===== src/rtl/pipe_stage_reg.sv =====
// -----------------------------------------------------------------------------
// pipe_stage_reg
//
// Generalised inter-stage register for the RV32I pipeline. One payload slot
// ("main") drives the downstream outputs straight from flops; an optional
// second slot ("skid") absorbs one extra payload so that s_ready can come from
// a flop instead of from the downstream m_ready.
//
// The payload is split into two fields:
//   - control (write enables, source selects). It is forced to zero whenever
//     the main slot is empty, so a bubble can never commit architectural state.
//   - data (PC, ALU result, memory data, rd, ...). It has no meaning while the
//     slot is empty and is left stale.
//
// Handshake: a transfer happens on a rising edge where valid && ready are both
// high. Upstream: s_valid/s_ready. Downstream: m_valid/m_ready. A valid
// payload is never withdrawn by this stage except by flush or reset.
//
// Parameters
//   DATA_W  width of the data payload
//   CTRL_W  width of the control payload
//   SKID    1: two entries, s_ready taken directly from a flop
//           0: one entry, s_ready = !m_valid || m_ready (combinational)
//
// Ports
//   clk        clock, rising edge
//   rst_n      asynchronous active-low reset
//   s_valid    upstream has a payload
//   s_ready    stage can accept a payload this cycle
//   s_ctrl     upstream control payload
//   s_data     upstream data payload
//   flush      synchronous kill of every held entry (highest priority)
//   m_valid    stage output holds a payload
//   m_ready    downstream consumes the payload this cycle
//   m_ctrl     output control payload, zero whenever m_valid is low
//   m_data     output data payload
//   occupancy  number of held entries (0..2, at most 1 when SKID=0)
// -----------------------------------------------------------------------------
module pipe_stage_reg #(
  parameter int DATA_W = 64,
  parameter int CTRL_W = 8,
  parameter int SKID   = 1
) (
  input  logic              clk,
  input  logic              rst_n,
  input  logic              s_valid,
  output logic              s_ready,
  input  logic [CTRL_W-1:0] s_ctrl,
  input  logic [DATA_W-1:0] s_data,
  input  logic              flush,
  output logic              m_valid,
  input  logic              m_ready,
  output logic [CTRL_W-1:0] m_ctrl,
  output logic [DATA_W-1:0] m_data,
  output logic [1:0]        occupancy
);

  // ---------------------------------------------------------------------------
  // Storage
  // ---------------------------------------------------------------------------
  logic              main_valid_q, main_valid_d;
  logic [CTRL_W-1:0] main_ctrl_q,  main_ctrl_d;
  logic [DATA_W-1:0] main_data_q,  main_data_d;

  logic              skid_valid_q, skid_valid_d;
  logic [CTRL_W-1:0] skid_ctrl_q,  skid_ctrl_d;
  logic [DATA_W-1:0] skid_data_q,  skid_data_d;

  logic accept;
  logic issue;

  // ---------------------------------------------------------------------------
  // Upstream ready
  // ---------------------------------------------------------------------------
  // In skid mode the stage can always take one more payload unless the skid
  // slot is already occupied, so s_ready depends on nothing but a flop.
  // In single-entry mode the slot frees up in the same cycle it is consumed.
  always_comb begin
    if (SKID != 0) begin
      s_ready = !skid_valid_q;
    end else begin
      s_ready = !main_valid_q || m_ready;
    end
  end

  assign accept = s_valid && s_ready;
  assign issue  = main_valid_q && m_ready;

  // ---------------------------------------------------------------------------
  // Next-state logic
  // ---------------------------------------------------------------------------
  always_comb begin
    // Default: every slot holds its contents.
    main_valid_d = main_valid_q;
    main_ctrl_d  = main_ctrl_q;
    main_data_d  = main_data_q;
    skid_valid_d = skid_valid_q;
    skid_ctrl_d  = skid_ctrl_q;
    skid_data_d  = skid_data_q;

    if (flush) begin
      // Everything held is dropped, including a payload accepted this cycle.
      // The data fields are left stale on purpose.
      main_valid_d = 1'b0;
      main_ctrl_d  = '0;
      skid_valid_d = 1'b0;
    end else if (SKID != 0) begin
      if (skid_valid_q) begin
        // Skid is full, so s_ready is low and no accept can occur here.
        // The skid payload is older than anything upstream, so it moves
        // into main as soon as main drains.
        if (m_ready) begin
          main_valid_d = 1'b1;
          main_ctrl_d  = skid_ctrl_q;
          main_data_d  = skid_data_q;
          skid_valid_d = 1'b0;
        end
      end else if (!main_valid_q || m_ready) begin
        // Main is empty or being consumed: refill it from upstream, or
        // leave a bubble with its control field cleared.
        if (accept) begin
          main_valid_d = 1'b1;
          main_ctrl_d  = s_ctrl;
          main_data_d  = s_data;
        end else begin
          main_valid_d = 1'b0;
          main_ctrl_d  = '0;
        end
      end else if (accept) begin
        // Main is stalled and skid was empty: park the new payload in skid.
        // s_ready drops on the following cycle.
        skid_valid_d = 1'b1;
        skid_ctrl_d  = s_ctrl;
        skid_data_d  = s_data;
      end
    end else begin
      // Single-entry mode. Accept is only possible when main is empty or
      // being consumed, so loading on accept also covers the swap case.
      if (accept) begin
        main_valid_d = 1'b1;
        main_ctrl_d  = s_ctrl;
        main_data_d  = s_data;
      end else if (issue) begin
        main_valid_d = 1'b0;
        main_ctrl_d  = '0;
      end
    end
  end

  // ---------------------------------------------------------------------------
  // State registers
  // ---------------------------------------------------------------------------
  always_ff @(posedge clk or negedge rst_n) begin
    if (!rst_n) begin
      main_valid_q <= 1'b0;
      main_ctrl_q  <= '0;
      main_data_q  <= '0;
      skid_valid_q <= 1'b0;
      skid_ctrl_q  <= '0;
      skid_data_q  <= '0;
    end else begin
      main_valid_q <= main_valid_d;
      main_ctrl_q  <= main_ctrl_d;
      main_data_q  <= main_data_d;
      skid_valid_q <= skid_valid_d;
      skid_ctrl_q  <= skid_ctrl_d;
      skid_data_q  <= skid_data_d;
    end
  end

  // ---------------------------------------------------------------------------
  // Outputs
  // ---------------------------------------------------------------------------
  assign m_valid   = main_valid_q;
  assign m_ctrl    = main_ctrl_q;
  assign m_data    = main_data_q;
  assign occupancy = {1'b0, main_valid_q} + {1'b0, skid_valid_q};

endmodule


===== config.mk =====
export PLATFORM = sky130hd
export DESIGN_NAME = pipe_stage_reg
export DESIGN_NICKNAME = d
export VERILOG_FILES = /design/src/rtl/pipe_stage_reg.sv
export SDC_FILE = /design/constraint.sdc
export NUM_CORES = 1
export LEC_CHECK = 0
export CAP_MARGIN = 5
export CORE_ASPECT_RATIO = 1.25
export CORE_MARGIN = 5
export CORE_UTILIZATION = 29
export CTS_CLUSTER_SIZE = 10
export DETAILED_ROUTE_END_ITERATION = 12
export PLACE_DENSITY = 0.57
export SLEW_MARGIN = 40
export SYNTH_ARGS = -nofsm -noshare
export SYNTH_HDL_FRONTEND = slang
export SYNTH_SLANG_ARGS = --single-unit

===== constraint.sdc =====
create_clock -name clk -period 1.7 [get_ports clk]
set_input_delay 0.51 -clock clk [delete_from_list [all_inputs] [get_ports clk]]
set_output_delay 0.51 -clock clk [all_outputs]
set_load 0.05 [all_outputs]

**Run 1: signal wires on met1**

Scale: 3 px per µm. Supply wires on this layer in gray. Cells faint in the background.
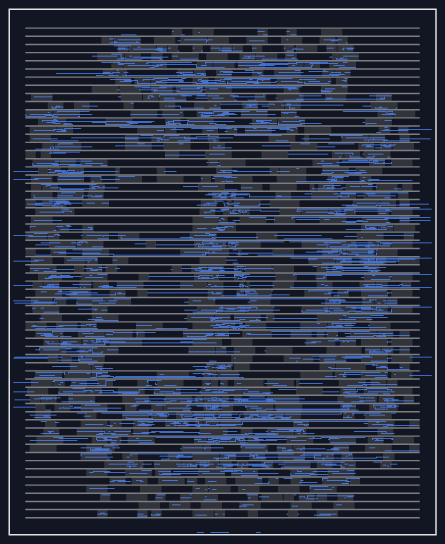
wire length on this layer = 8120 µm
share of all routed wire = 43%
Post-Route WL: 19100 µm
GR met1 Demand/Resource: 15.8%
vias: 4245

**Run 1: metal 2**

Scale: 3 px per µm.
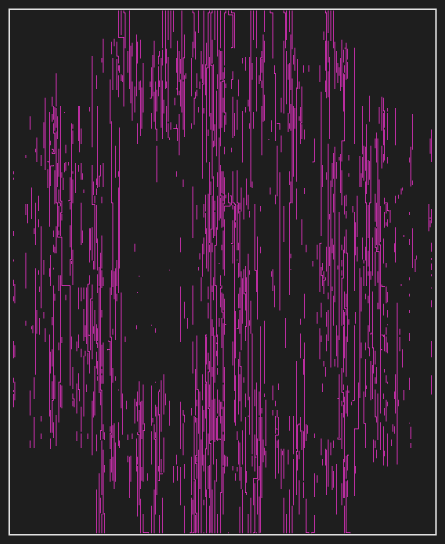
nets with wire on the layer = 653
share of all routed wire = 52%
main direction = vertical
wire length on this layer = 9910 µm
met2 Track Usage GR: 24.0%

**Run 1: the metal 3 layer**

Scale: 3 px per µm. Cells faint in the background.
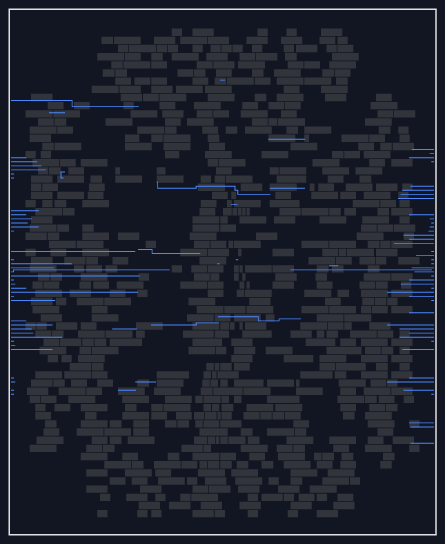
wire length on this layer = 932 µm
longest straight run = 52.0 µm
share of all routed wire = 4.9%
GR met3 Demand/Resource: 4.46%

**Run 1: routing congestion**

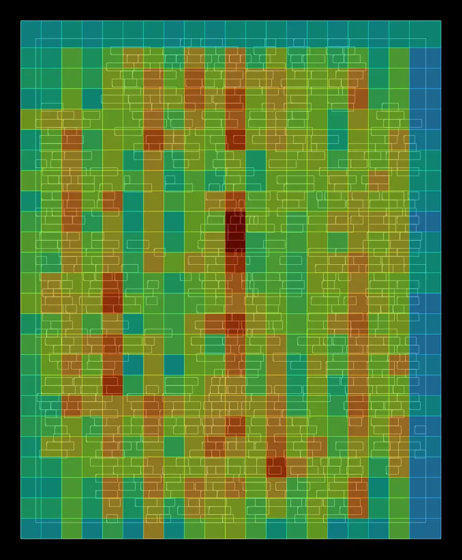
GRT busiest layer: met2
final core occ: 50.9%

==> deck_impl_summary.md, run 1 <==
Key Metrics from the Run

Status
  – Outcome: finished, violations left
  – Failing checks: negative setup slack

Global route
  – Grt ovf: 0
  – Pin count of the biggest net entering global routing: 54
  – Initial antenna violation count: 1

Final timing
  – Final worst slack: -165 ps
  – Final setup fails: 131

Cells and area
  – Top cells excl fill/tap: dfrtp_1 (144), mux2_4 (115), buf_12 (86), clkdlybuf4s50_1 (74), mux2_2 (70)
  – Commonest Layout Cell: dfrtp_1
  – # fillers: between 1.5k and 2k
  – Register Area: 3660 µm²
  – Invs w/o clock: 1

Synthesis
  – Ys cells: 408
  – Mux share: a little over a third

Clock tree
  – Clock Path Buffers: 2
  – Root buffer cell: clkbuf_16
  – Num CTS Buffers: 17

Pwr
  – Internal power: approximately 9.6 mW
  – Sequential Power Share: 36.3%

Critical path
  – Start point of the critical path: skid_valid_q
  – CP startpoint kind: register

Placed design
  – Gpl congestion: 0.704

Worst hold path
  – Hold_sp: m_ready
run 1: synth_stat cells:
cell and instances:
dfrtp_1 146, nor2_1 10, inv_1 1, nor3_2 1, a21oi_1 1, buf_2 16, a21o_1 1, buf_6 5
a221oi_1 8, o21ba_1 1, and4_1 1, clkbuf_1 2, nor3_1 9, mux2_1 49, ha_1 1, buf_1 1
nor2b_1 1, o21bai_1 1, buf_4 2, mux2_2 151
run 1: worst max-delay path: stages (launching register included):
cell and delay, ps:
dfrtp_4 530, ha_4 290, buf_12 130
run 1: layer usage:
metal,up-vias,track usage [%],part of all wire [%]
met5,-,0,0
met4,0,3.80,0.65
met3,12,4.46,4.9
met2,107,24.0,52
met1,2227,15.8,43
li1,1899,-,-
==> inputs of run 2 (changes only) <==
CORE_ASPECT_RATIO = 1.2   (was 1.25)
**Run 2: the metal 3 layer**

Scale: 3 px per µm. Cells faint in the background.
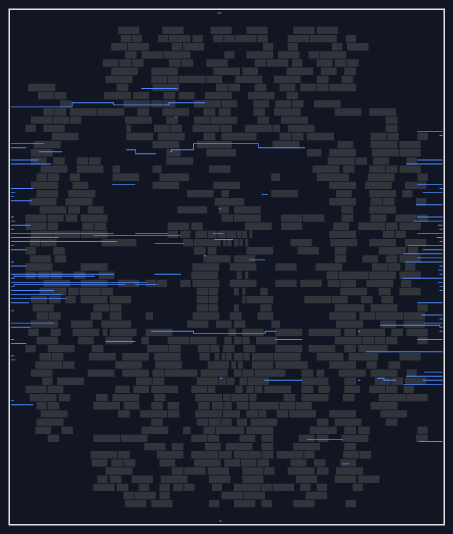
nets with wire on the layer = 87
share of all routed wire = 5.5%
vias: 4199
GR met3 Demand/Resource: 5.37%

**Run 2: routing congestion**

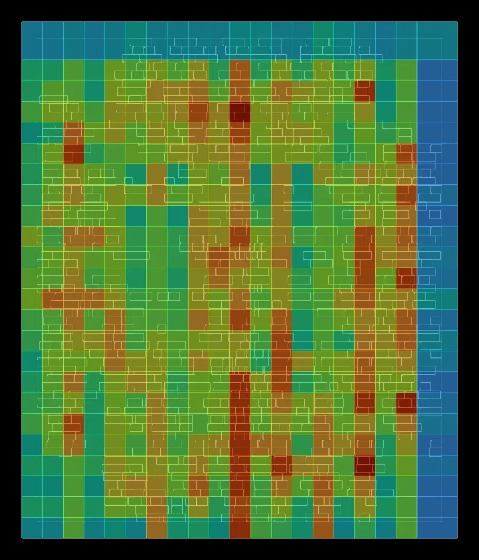
met2 Track Usage GR: 25.8%
GR met1 Demand/Resource: 17.2%
Tot GR Track Use: 14.8%

==> deck_impl_summary.md, run 2 <==
Key Metrics from the Run

Detailed routing
  – Routed met1 length: 7200 µm
  – Metal2 WL: between 9000 and 10000 µm
  – Post-Route WL: 18000 µm
  – Wire length on met3: 995 µm
  – Highest routed layer: met5

Global route
  – First-pass GRT wire length: about 28000 µm
  – Initial antenna violation count: 6
  – GRT busiest layer: met2
  – Grt ovf: 0
  – Pin count of the biggest net entering global routing: 39

Pwr
  – Leakage: 4.64 nW
  – Sequential Power Share: between 30% and 40%
  – Internal power: 9.45 mW
  – Top Consumer: registers

Final timing
  – Final worst slack: -283 ps
  – Slew @ Worst Pin: 372 ps
  – Final setup fails: between 100 and 150

Critical path
  – Critical Path Max Stage Delay: a little over 500 ps
  – CP Cell Sequence: buf_6 > o21ba_4 > nor3_4 > buf_12 > buf_4 > buf_6 > buf_16 > mux2_2
  – Critical path's slowest cell: dfrtp_4
  – Critical Path Stages: 8
  – Critical path's top delay family: buffers and inverters
  – CP startpoint kind: register
  – Start point of the critical path: skid_valid_q
  – CP Buf/Inv Count: 5
  – Most frequent CP cell: buf_6

Synthesis
  – And+or+nand+nor area frac: about 1.7%
  – Top cells, area: dfrtp_1 (58%), mux2_2 (27%), mux2_1 (8.8%), buf_2 (1.3%), a221oi_1 (1.1%)
  – Mux share: between 30% and 40%
  – Syn nets: 486
  – Synth top cell by count: mux2_2
  – Ys flops: 146
  – Ys cells: 408
  – Top_reg_cell synth: dfrtp_1
  – Ys async rst share: 100%
  – Top cells by count: mux2_2 (151), dfrtp_1 (146), mux2_1 (49), buf_2 (16), nor2_1 (10)
  – Number of enable flip-flop cells: 0

Floorplan
  – Chip area: 24800 µm²

Clock tree
  – Clock Path Buffers: 2
  – Hold buffers post-CTS: 1
  – Num CTS Buffers: 17
  – Root buffer cell: clkbuf_16

Status
  – Outcome: finished, violations left
  – Failing checks: negative setup slack

Placed design
  – Gpl congestion: 0.702

Worst hold path
  – Hold_sp: m_ready
  – Hold Path Sink: skid_valid_q

Cells and area
  – Final core occ: 49.7%
  – Commonest Layout Cell: dfrtp_1

Run
  – Tool Warnings: 29
run 2: cell count changes in the layout (fill, tap and decap cells not counted), sizes merged:
cell      previous run  this run
clkbuf              30        23
clkinvlp             1         4
bufbuf               1         3
clkinv               7         4
diode                2         1
buf                124       133
run 2: worst min-delay path, stage by stage:
cell and delay, ps:
dlymetal6s2s_1 170, buf_4 140, nor3_1 40
run 2: area by class of cell:
class,instances,area [µm²]
Clock buffer,20,467
Clock inverter,12,179
Sequential cell,146,3660
Multi-Input combinational cell,235,2740
Inverter,1,7.51
Antenna cell,1,2.50
Timing Repair Buffer,215,3320
Fill cell,1815,10800
Tap cell,274,343
Power and IR drop assume default switching activity.
